<file path="src/rtl/mcu_bus_fabric.sv">
// mcu_bus_fabric: CPU-to-peripheral fabric with programmable address windows,
// per-window wait states, registered read data and ready/error handshake.
module mcu_bus_fabric #(
    parameter int ADDR_W = 16,
    parameter int DATA_W = 8,
    parameter int N_SLV  = 4,
    parameter logic [N_SLV*ADDR_W-1:0] BASE = {16'h8000, 16'h0400, 16'h0200, 16'h0000},
    parameter logic [N_SLV*ADDR_W-1:0] MASK = {16'h8000, 16'hFC00, 16'hFFF0, 16'hFE00},
    parameter logic [N_SLV*4-1:0]      WAIT = {4'd2, 4'd3, 4'd1, 4'd0}
) (
    input  logic                    clk,
    input  logic                    rst,
    input  logic [ADDR_W-1:0]       m_addr,
    input  logic [DATA_W-1:0]       m_wdata,
    input  logic                    m_rden,
    input  logic                    m_wren,
    output logic [DATA_W-1:0]       m_rdata,
    output logic                    m_ready,
    output logic                    m_err,
    output logic [N_SLV-1:0]        s_ce,
    output logic [ADDR_W-1:0]       s_addr,
    output logic [DATA_W-1:0]       s_wdata,
    output logic                    s_rden,
    output logic                    s_wren,
    input  logic [N_SLV*DATA_W-1:0] s_rdata
);
    localparam int SW = N_SLV > 1 ? $clog2(N_SLV) : 1;

    typedef enum logic [1:0] {IDLE, ACCESS, DONE} state_t;

    state_t              state_q;
    logic [3:0]          cnt_q;
    logic [SW-1:0]       slot_q;
    logic                err_q;
    logic [DATA_W-1:0]   m_rdata_q;
    logic                m_ready_q;
    logic                m_err_q;
    logic [N_SLV-1:0]    s_ce_q;
    logic [ADDR_W-1:0]   s_addr_q;
    logic [DATA_W-1:0]   s_wdata_q;
    logic                s_rden_q;
    logic                s_wren_q;

    logic [N_SLV-1:0]    hit;
    logic [N_SLV-1:0]    sel_d;
    logic [SW-1:0]       slot_d;
    logic [3:0]          wait_d;
    logic [DATA_W-1:0]   rdata_d;

    for (genvar g = 0; g < N_SLV; g++) begin : g_dec
        assign hit[g] = (m_addr & MASK[g*ADDR_W +: ADDR_W]) == BASE[g*ADDR_W +: ADDR_W];
    end

    // Lowest-index hit wins: isolate the lowest set bit of the hit vector.
    assign sel_d   = hit & (~hit + 1'b1);
    assign rdata_d = s_rdata[slot_q*DATA_W +: DATA_W];

    always_comb begin
        slot_d = '0;
        wait_d = '0;
        for (int i = N_SLV - 1; i >= 0; i--) begin
            if (hit[i]) begin
                slot_d = SW'(i);
                wait_d = WAIT[i*4 +: 4];
            end
        end
    end

    always_ff @(posedge clk or negedge rst) begin
        if (!rst) begin
            state_q   <= IDLE;
            cnt_q     <= '0;
            slot_q    <= '0;
            err_q     <= 1'b0;
            m_rdata_q <= '0;
            m_ready_q <= 1'b0;
            m_err_q   <= 1'b0;
            s_ce_q    <= '0;
            s_addr_q  <= '0;
            s_wdata_q <= '0;
            s_rden_q  <= 1'b0;
            s_wren_q  <= 1'b0;
        end else begin
            m_ready_q <= 1'b0;
            m_err_q   <= 1'b0;
            case (state_q)
                IDLE: begin
                    if (m_rden || m_wren) begin
                        if ((m_rden && m_wren) || hit == '0) begin
                            err_q     <= 1'b1;
                            m_rdata_q <= '0;
                            state_q   <= DONE;
                        end else begin
                            err_q     <= 1'b0;
                            s_addr_q  <= m_addr;
                            s_wdata_q <= m_wdata;
                            s_ce_q    <= sel_d;
                            s_rden_q  <= m_rden;
                            s_wren_q  <= m_wren;
                            slot_q    <= slot_d;
                            cnt_q     <= wait_d;
                            state_q   <= ACCESS;
                        end
                    end
                end
                ACCESS: begin
                    if (cnt_q != 4'd0) begin
                        cnt_q <= cnt_q - 4'd1;
                    end else begin
                        if (s_rden_q) m_rdata_q <= rdata_d;
                        s_ce_q   <= '0;
                        s_rden_q <= 1'b0;
                        s_wren_q <= 1'b0;
                        state_q  <= DONE;
                    end
                end
                DONE: begin
                    m_ready_q <= 1'b1;
                    m_err_q   <= err_q;
                    state_q   <= IDLE;
                end
                default: state_q <= IDLE;
            endcase
        end
    end

    assign m_rdata = m_rdata_q;
    assign m_ready = m_ready_q;
    assign m_err   = m_err_q;
    assign s_ce    = s_ce_q;
    assign s_addr  = s_addr_q;
    assign s_wdata = s_wdata_q;
    assign s_rden  = s_rden_q;
    assign s_wren  = s_wren_q;
endmodule

</file>
<file path="config.mk">
export PLATFORM = sky130hd
export DESIGN_NAME = mcu_bus_fabric
export DESIGN_NICKNAME = d
export VERILOG_FILES = /design/src/rtl/mcu_bus_fabric.sv
export SDC_FILE = /design/constraint.sdc
export NUM_CORES = 1
export LEC_CHECK = 0
export ABC_AREA = 1
export CAP_MARGIN = 20
export CORE_MARGIN = 8
export CORE_UTILIZATION = 45
export CTS_BUF_LIST = sky130_fd_sc_hd__clkbuf_8
export CTS_CLUSTER_SIZE = 40
export DETAILED_ROUTE_END_ITERATION = 6
export DONT_BUFFER_PORTS = 1
export PLACE_DENSITY = 0.64
export SLEW_MARGIN = 20
export SYNTH_ARGS = -nofsm -noshare
export SYNTH_HDL_FRONTEND = slang
export SYNTH_SLANG_ARGS = --single-unit
</file>
<file path="constraint.sdc">
create_clock -name clk -period 1.8 [get_ports clk]
set_input_delay 0.27 -clock clk [delete_from_list [all_inputs] [get_ports clk]]
set_output_delay 0.27 -clock clk [all_outputs]
set_load 0.1 [all_outputs]
</file>
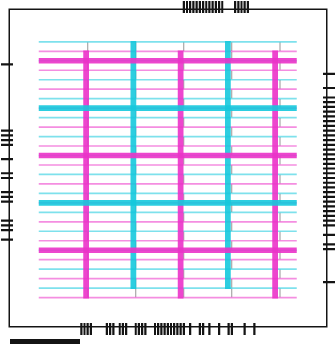
**Above:** floorplan with the power grid.
Bar = 20 um. Pins as bars on the die edge. Tap cells in grey.
[VDD] cyan
[VSS] magenta
signal pins: 100
tap cells: 72
met5 straps: 5
die y size: 90.7 um
core box area: 5440 um2

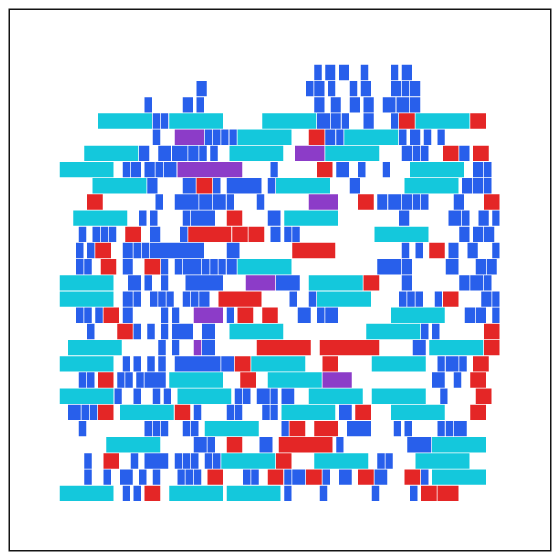
**Above:** cell classes on the final placement.
[combinational and other logic] blue | cells: 270
[clock drivers and dummy loads] purple | cells: 8
[sequential cells] cyan | cells: 49
[remaining buffers and delay cells] red | cells: 56
cell row count: 27
post-route cell area: 3260 um2
Finished Core Util: 59.9%
Seq area share: 37.6%

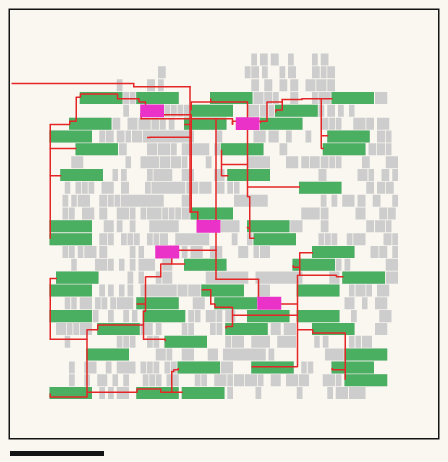
**Above:** clock network drawn from the DEF.
Bar = 20 um.
[clock drivers] magenta | count: 5
[clock wires] red | length: 591 um
[flip-flops] green | count: 49
routed clock nets: 6
clk_lat worst skew: 0.30 ns

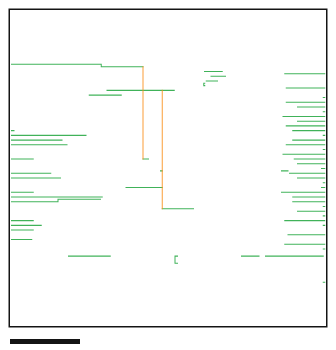
**Above:** routed metal, one colour a layer.
Bar = 20 um. Two of the layers only.
[metal 4] orange | wire length: 60.5 um
[metal 3] green | wire length: 535 um
total global-route track usage: 15.7%
drt total wl: 6760 um
via count: 2250
drt wl/cell: 14.9 um

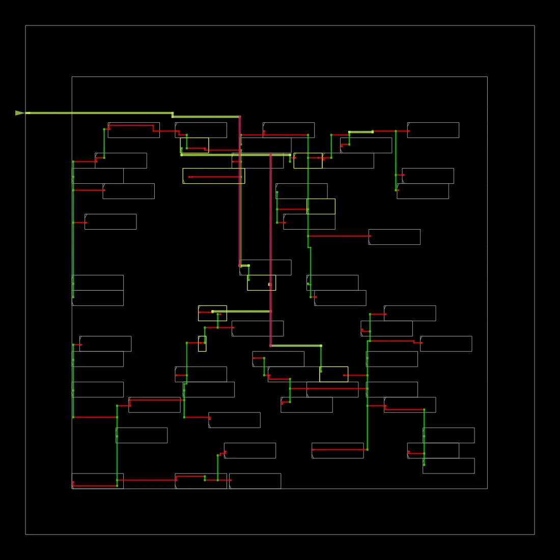
**Above:** the clock network.
count of clock buffers in the final design: 6
Setup Skew: 0.00827 ns

==> run_results.csv <==
group,metric,value,unit
outcome,status,"finished, final reports clean",
final_timing,tightest_slew,0.385,ns
logic_synthesis,synthDistinctLibCells,26,
worst_setup_path,crit_arrival,1.99,ns
min_path,hold_path_class,"in2reg",
logic_synthesis,yosysWarnings,0,
logic_synthesis,ys_sh_simple,33.6,%
final_timing,finalSetupViolations,0,
detailed_routing,dr.pass1.iters,4,
final_timing,holdWs,0.0757,ns
cts,numCtsBuffers,5,
placement,io_buffers,0,
worst_setup_path,crit_start,"cnt_q[0]",
placement,placed_cells,440,
worst_setup_path,endpoint_kind,"flop",
worst_setup_path,rr_startpoint,"cnt_q[0]",
logic_synthesis,synthAoiAreaFrac,8.06,%
logic_synthesis,ys_cells,330,
worst_setup_path,rrSetupSlack,0.01,ns
cts,ctsHoldBuffers,2,
final_timing,fin_ws,0.0142,ns
global_routing,grt_pass1_vias,2242,
logic_synthesis,synth-xor-area-share,0,%
cts,clk_pin_slew_worst_paths,0.09,ns
logic_synthesis,ys_area,2510,um2
cts,cts.htree.levels,2,
logic_synthesis,adder_share,0.498,%
worst_setup_path,crit_end,"s_addr[10]",
cts,cts_max_path_buffers,2,
final_timing,finalCritPeriodShare,99.2,%
logic_synthesis,yosysSeqAreaShare,48.8,%
logic_synthesis,syn_avg_cell_area,7.62,um2
layout,lay_top_cells,"nand2_1 (109), dfrtp_1 (49), buf_4 (48)",
placement,dp_hpwl,4830,um
global_routing,met1_usage,17.6,%
worst_setup_path,crit_fanout,7,
floorplanning,die_w,90.7,um
layout,nets,443,
layout,lay_top_count,"nand2_1",
floorplanning,fp_util,46.2,%
floorplanning,pin_count,100,
worst_setup_path,critPathLaunchType,"flop",
logic_synthesis,netlist_area,2510,um2
cts,cts_tree,"done",
final_timing,max_freq,0.560,GHz
logic_synthesis,synth_nets,391,
logic_synthesis,ys_top_logic_family,"simple AND/OR/NAND/NOR gates",
layout,fillers,529,
layout,layoutNonFillerInstCount,455,
final_timing,final-max-slew-violation-count,0,
run,cap_viol_max_count,0,
cts,root_buffer,"clkbuf_8",
detailed_routing,via_per_inst,4.95,
global_routing,overflow,0,
logic_synthesis,edf_count,0,
logic_synthesis,flop_cell,"dfrtp_1",
logic_synthesis,mux_share,0,%
global_routing,met2_usage,27.0,%
## Yosys cell counts, types with 2 or more instances
cell,instances,share of area (%)
nand2_1,133,20
dfrtp_1,49,49
inv_1,39,5.8
o21ai_0,19,3.8
nand3_1,18,3.6
a21oi_1,17,3.4
nor2_1,17,2.5
and3_1,9,2.2
buf_6,5,2.2
clkbuf_1,5,0.75
nand3_2,2,0.80
nor2_2,2,0.50
nor2_4,2,0.90
## flip-flops by register name (all words and copies together), names as in the netlist
signal and cells:
s_wren 1, err_q 1, cnt_q 4, s_rden 1, m_rdata 8, slot_q 2, m_err 1, m_ready 1
s_addr 16, s_ce 4, s_wdata 8, state_q 2
## critical path, cell delays in order, from the launching register on
cell and delay, ns:
dfrtp_1 0.41, inv_2 0.10, ha_4 0.15, nand2_4 0.06, o21ai_4 0.16, nand2_2 0.08, nor2_4 0.14, buf_12 0.12
nand4_4 0.16, clkbuf_16 0.22, nand2_1 0.06, nand2_1 0.05
## through the flow
stage	instance area, um2	TNS [ns]
2_1_floorplan	2510	0
3_3_place_gp	2930	0
3_5_place_dp	2930	0
4_1_cts	3080	0
5_1_grt	3260	-1.22
6_report	3260	0
## worst min-delay path by stage
stage                     from          to  slack (ns)  cells past startpoint
floorplan                  rst    cnt_q[0]       -0.03                      0
global placement           rst  s_wdata[0]       -0.02                      0
detailed placement         rst  s_wdata[0]       -0.02                      0
CTS                 m_addr[10]  s_addr[10]        0.06                      2
global route        m_addr[10]  s_addr[10]        0.07                      2
finish              m_addr[10]  s_addr[10]        0.08                      2
## area by class of cell
class                      count  area [um2]  share of cell area, %
tap                           72        90.1                   2.76
inverter                      39         146                   4.49
sequential                    49        1230                   37.6
timing repair buffer          56         519                   15.9
clock inverter                 2        33.8                   1.04
clock buffer                   6        82.6                   2.53
multi-input combinational    231        1160                   35.6
